===== src/rtl/sl_word_fifo.sv =====
`default_nettype none
// ============================================================================
//  Module   : sl_word_fifo
//  Purpose  : Single-clock first-word-fall-through FIFO for 34-bit tagged
//             words (tag [33:32], payload [31:0]). Words pass through
//             unchanged and the tag is never interpreted. One instance
//             carries host commands toward the transceiver bridge; another
//             carries responses back to the host.
//
//  Ports    : clk               system clock, rising edge
//             rst               asynchronous active-high reset
//             write_data        word to push
//             write_inc         push request
//             write_full        FIFO holds 2**ADDR_WIDTH words
//             write_almost_full level >= AFULL_LEVEL
//             read_data         head word, forced to 0 while empty
//             read_inc          pop request
//             read_empty        FIFO holds no words
//             level             current word count, 0..2**ADDR_WIDTH
//
//  Optional : define SL_FIFO_ERR_FLAGS_EN to add the sticky error flags
//             overflow / underflow and their synchronous clear err_clear.
//
//  Revision : 1.0  initial release
// ============================================================================
module sl_word_fifo #(
    parameter int DATA_WIDTH  = 34,
    parameter int ADDR_WIDTH  = 3,
    parameter int AFULL_LEVEL = 6
) (
    input  logic                  clk,
    input  logic                  rst,
`ifdef SL_FIFO_ERR_FLAGS_EN
    input  logic                  err_clear,
    output logic                  overflow,
    output logic                  underflow,
`endif
    input  logic [DATA_WIDTH-1:0] write_data,
    input  logic                  write_inc,
    output logic                  write_full,
    output logic                  write_almost_full,
    output logic [DATA_WIDTH-1:0] read_data,
    input  logic                  read_inc,
    output logic                  read_empty,
    output logic [ADDR_WIDTH:0]   level
);

    localparam int                  c_depth       = 1 << ADDR_WIDTH;
    localparam logic [ADDR_WIDTH:0] c_afull_level = (ADDR_WIDTH + 1)'(AFULL_LEVEL);

    // ------------------------------------------------------------------
    // Storage and state
    // ------------------------------------------------------------------
    logic [DATA_WIDTH-1:0] r_mem [c_depth];

    // Pointers carry one extra wrap bit so that full and empty can be
    // told apart when the low address bits match.
    logic [ADDR_WIDTH:0]   r_wr_ptr;
    logic [ADDR_WIDTH:0]   r_rd_ptr;
    logic [ADDR_WIDTH:0]   r_level;
    logic                  r_full;
    logic                  r_empty;
    logic                  r_afull;

    logic                  w_push;
    logic                  w_pop;
    logic [ADDR_WIDTH:0]   w_wr_ptr_nxt;
    logic [ADDR_WIDTH:0]   w_rd_ptr_nxt;
    logic [ADDR_WIDTH:0]   w_level_nxt;
    logic                  w_full_nxt;
    logic                  w_empty_nxt;
    logic                  w_afull_nxt;

    // ------------------------------------------------------------------
    // Accept logic: qualify requests with the registered flags, so a push
    // while full and a pop while empty are dropped. At full, a
    // simultaneous push/pop therefore pops only; at empty it pushes only.
    // ------------------------------------------------------------------
    assign w_push = write_inc & ~r_full;
    assign w_pop  = read_inc  & ~r_empty;

    assign w_wr_ptr_nxt = r_wr_ptr + (ADDR_WIDTH + 1)'(w_push);
    assign w_rd_ptr_nxt = r_rd_ptr + (ADDR_WIDTH + 1)'(w_pop);

    // Flags and level are derived from the next pointer values and then
    // registered, so they change on the same edge as the pointers.
    assign w_empty_nxt = (w_wr_ptr_nxt == w_rd_ptr_nxt);
    assign w_full_nxt  = (w_wr_ptr_nxt[ADDR_WIDTH] != w_rd_ptr_nxt[ADDR_WIDTH]) &&
                         (w_wr_ptr_nxt[ADDR_WIDTH-1:0] == w_rd_ptr_nxt[ADDR_WIDTH-1:0]);
    // Modular difference of the wrap-extended pointers is exactly the
    // word count 0..depth.
    assign w_level_nxt = w_wr_ptr_nxt - w_rd_ptr_nxt;
    assign w_afull_nxt = (w_level_nxt >= c_afull_level);

    // ------------------------------------------------------------------
    // Pointer and flag registers
    // ------------------------------------------------------------------
    always_ff @(posedge clk or posedge rst) begin
        if (rst) begin
            r_wr_ptr <= '0;
            r_rd_ptr <= '0;
            r_level  <= '0;
            r_full   <= 1'b0;
            r_empty  <= 1'b1;
            r_afull  <= 1'b0;
        end else begin
            r_wr_ptr <= w_wr_ptr_nxt;
            r_rd_ptr <= w_rd_ptr_nxt;
            r_level  <= w_level_nxt;
            r_full   <= w_full_nxt;
            r_empty  <= w_empty_nxt;
            r_afull  <= w_afull_nxt;
        end
    end

    // Memory is deliberately left out of reset; stale words are never
    // visible because read_data is masked while empty.
    always_ff @(posedge clk) begin
        if (w_push) begin
            r_mem[r_wr_ptr[ADDR_WIDTH-1:0]] <= write_data;
        end
    end

    // ------------------------------------------------------------------
    // Outputs
    // ------------------------------------------------------------------
    // Head word is an asynchronous read of the current read address, so
    // the following word appears as soon as the read pointer advances.
    assign read_data         = r_empty ? '0 : r_mem[r_rd_ptr[ADDR_WIDTH-1:0]];
    assign read_empty        = r_empty;
    assign write_full        = r_full;
    assign write_almost_full = r_afull;
    assign level             = r_level;

`ifdef SL_FIFO_ERR_FLAGS_EN
    // ------------------------------------------------------------------
    // Sticky error flags. The set term is OR-ed after the clear term so a
    // new error on the same edge as err_clear keeps the flag asserted.
    // ------------------------------------------------------------------
    logic r_overflow;
    logic r_underflow;

    always_ff @(posedge clk or posedge rst) begin
        if (rst) begin
            r_overflow  <= 1'b0;
            r_underflow <= 1'b0;
        end else begin
            r_overflow  <= (write_inc & r_full)  | (r_overflow  & ~err_clear);
            r_underflow <= (read_inc  & r_empty) | (r_underflow & ~err_clear);
        end
    end

    assign overflow  = r_overflow;
    assign underflow = r_underflow;
`endif

endmodule
`default_nettype wire


===== config.mk =====
export PLATFORM = sky130hd
export DESIGN_NAME = sl_word_fifo
export DESIGN_NICKNAME = d
export VERILOG_FILES = /design/src/rtl/sl_word_fifo.sv
export SDC_FILE = /design/constraint.sdc
export NUM_CORES = 1
export LEC_CHECK = 0
export CORE_MARGIN = 1.5
export CORE_UTILIZATION = 45
export DETAILED_ROUTE_END_ITERATION = 8
export PLACE_DENSITY = 0.72
export SYNTH_ARGS = -nofsm -noshare
export SYNTH_HDL_FRONTEND = slang
export SYNTH_SLANG_ARGS = --single-unit

===== constraint.sdc =====
create_clock -name clk -period 6.44 [get_ports clk]
set_input_delay 1.932 -clock clk [delete_from_list [all_inputs] [get_ports clk]]
set_output_delay 1.932 -clock clk [all_outputs]
set_load 0.1 [all_outputs]

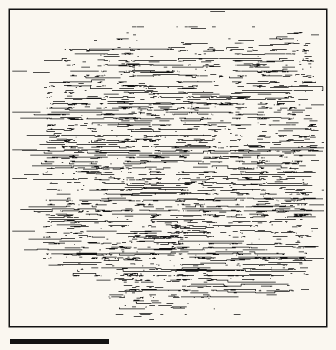
Figure 1: the metal 1 layer.
The bar under the picture is 50 um long.
wire length on this layer	8600 um
share of all routed wire	40%
wirelength, routed: 21.3 mm
via count: 5104
GR Layer Usage met1: 0.226

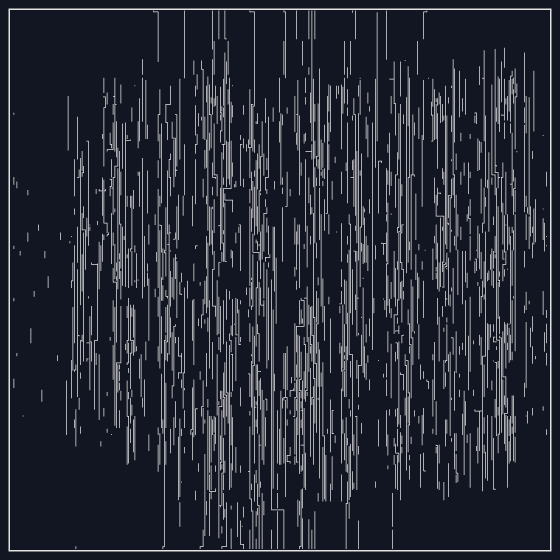
Figure 2: metal 2.
wire length on this layer	11100 um
main direction	vertical

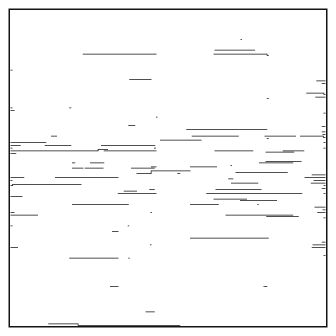
Figure 3: the metal 3 layer.
main direction	horizontal
wire length on this layer	1130 um
share of all routed wire	5.3%
nets with wire on the layer	68
longest straight run	51.5 um

==> results.tsv <==
metric	value	unit
synthCells	497	
met2RoutedLength	11.1	mm
edf_count	272	
met3_length	1.13	mm
setup_viol	0	
viasPerCell	5.41	
ys_ff	287	
drt-initial-drc-count	468	
cts.reportedPaths.clkPinSlew	0.06	ns
post_cts_buffers	0	
slew_headroom	0.286	
synth-xor-area-share	0.0130	
yosysMostFrequentCell	edfxtp_1	
top_logic_kind	multiplexers	
ys_cells	497	
ys_seq_frac	0.770	
worstSetupPathType	reg -> out	
cts-resized-gates	0	
crit_path_end_kind	output pin	
fa_ha_area_frac	0.00778	
synth-async-reset-ratio	0.0523	
pin_count	79	
final-max-slew-violation-count	0	
tightest_slew	1.07	ns
synth_top_flop_cell	edfxtp_1	
top_cell_area_share	0.736	
mux_area_frac	0.169	
cts_tree	built	
critPathArrivalTime	3.53	ns
setup_tns	0	ns
syn-cell-area	11100	sq um
max_clock_freq	183	MHz
top_cells_by_area	edfxtp_1 (74%), mux4_2 (14%), dfrtp_1 (3.2%)	
maxCapViolCount	0	
synth-compound-area-share	0.00192	
simple_gate_area_frac	0.0227	
grt_overflow	0	
cts_inserted_buffers	29	
comb_area	2440	sq um
crit_fanout	31	
rsz0062_at_grt	no	
synth_top_cell_by_area	edfxtp_1	
flop_area	8550	sq um
cts-root-buf	clkbuf_16	
cts_sinks	287	
period_used_share	0.849	
grt_max_degree	43	
nFillCells	1808	
required	4.51	ns
final_cells	944	
place_congestion	0.718	
synth_area_per_cell	22.3	sq um
cpMaxStageDelayCell	clkdlybuf4s50_1	
post-dp-hpwl	12.5	mm
die-area	25600	sq um
ys_types	30	
rows	57	
top_cells_by_count	edfxtp_1 (272), mux4_2 (68), nor2_1 (41)	
htreeDepth	1	
track_usage	0.171	
syn_nets	541	
fin_skew	0.0203	ns
antenna_left	0	
outcome	finished clean	
ys_area	11100	sq um
topRoutingLayerUsed	met4	
n_antenna_cell	0	
worstSkewPairLatency	0.53	ns
grt_first_pass_wirelength	32.7	mm
hold_class	reg -> reg	
worstSetupStartpointType	register	
ctsHoldBuffers	0	
ys_warn_count	0	
core_area	24200	sq um
drive_gt1_frac	0.239	
fin_crit	5.47	ns
dp.cells	891	
cts_max_path_buffers	3	
drtPass1Iterations	4	
antenna_found_initial	1	
drc	0	
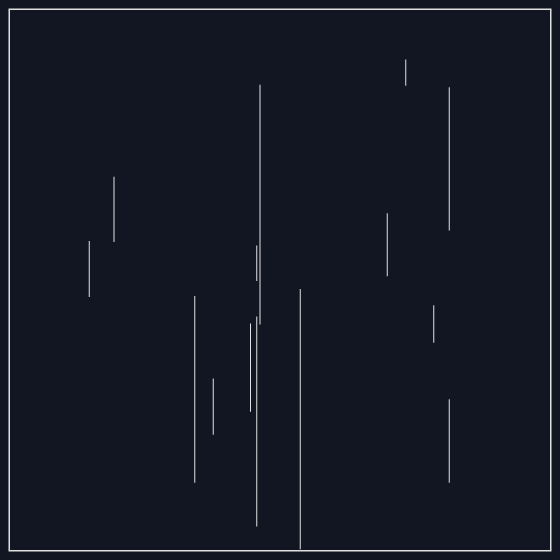
Figure 4: M4 wires.
nets with wire on the layer	6
longest straight run	76.8 um
wire length on this layer	456 um
share of all routed wire	2.1%

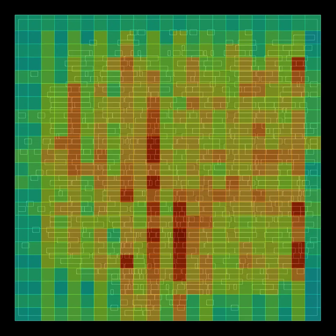
Figure 5: routing congestion map.
gr busiest metal: met2
routed wire length per instance: 22.5 um
final core occ: 0.544
GRT met2 Usage: 0.294
met3 GRT Util: 0.0296

==> per-layer routing <==
metal / global-route usage / vias to the layer above
met5: 0 / -
met4: 0.0459 / 0
met3: 0.0296 / 37
met2: 0.294 / 142
met1: 0.226 / 2703
li1: - / 2222
==> cell usage in the layout, fill, tap and decap left out, types with 2 or more instances in the layout <==
cell and instances:
buf_4 15, clkbuf_1 11, clkbuf_16 29, clkdlybuf4s50_1 78
clkinv_2 8, dfrtp_1 11, dfrtp_4 2, edfxtp_1 272
ha_1 6, inv_1 5, mux2i_1 34, mux4_2 68
nand2_1 3, nand2b_1 4, nor2_1 35, nor2_4 6
nor2b_1 3, xnor2_2 4, xor2_1 3
==> per-stage QoR <==
step / instance area, sq um / hold WS, ns / util / worst slack (ns)
finish: 13200 / 0.530 / 0.544 / 0.973
floorplan: 11100 / 0.499 / - / 1.38
global route: 13200 / 0.547 / 0.544 / 0.752
CTS: 13200 / 0.530 / 0.544 / 0.875
global placement: 12300 / 0.513 / 0.508 / 1.47
detailed placement: 12300 / 0.521 / 0.508 / 1.46
==> sequential cells by signal, summed over array words and instances (netlist names) <==
register and count:
read_empty 1, level 4, write_almost_full 1, r_rd_ptr 4
r_wr_ptr 4, r_mem 272, write_full 1
==> final cells by class <==
| class | instances | share of cell area |
|---|---|---|
| tap | 324 | 0.0307 |
| clock buffer | 41 | 0.0591 |
| inverter | 6 | 0.00171 |
| clock inverter | 12 | 0.00682 |
| sequential | 287 | 0.648 |
| multi-input combinational | 180 | 0.185 |
| timing repair buffer | 94 | 0.0692 |
==> worst paths after layout <==
path                                       start                           to  slack [ns]  depth (start not counted)
min in group asynchronous                    rst         write_full$_DFF_PP0_        1.76                          2
setup reg to reg            read_empty$_DFF_PP1_  write_almost_full$_DFF_PP0_        3.52                          8
max in group asynchronous                    rst        r_rd_ptr[0]$_DFF_PP0_        4.25                          2
hold / removal             r_rd_ptr[3]$_DFF_PP0_        r_rd_ptr[3]$_DFF_PP0_        0.53                          1
hold reg to reg            r_rd_ptr[3]$_DFF_PP0_        r_rd_ptr[3]$_DFF_PP0_        0.53                          1
setup / recovery           r_rd_ptr[0]$_DFF_PP0_                 read_data[8]        0.97                          5
==> critical path, delay by kind of cell, from the launching register on <==
kind | cells | cell delay (ns)
DFF | 1 | 0.82
muxes | 2 | 0.72
and+or+nand+nor | 1 | 0.06
buffers and inverters | 2 | 1.39
==> cells by family after synthesis <==
family	Yosys count
AND-OR/OR-AND	3
XOR/XNOR	10
adder cells (fa/ha/maj)	7
buffers and inverters	30
flip-flops	287
multiplexers	102
AND/OR/NAND/NOR	58
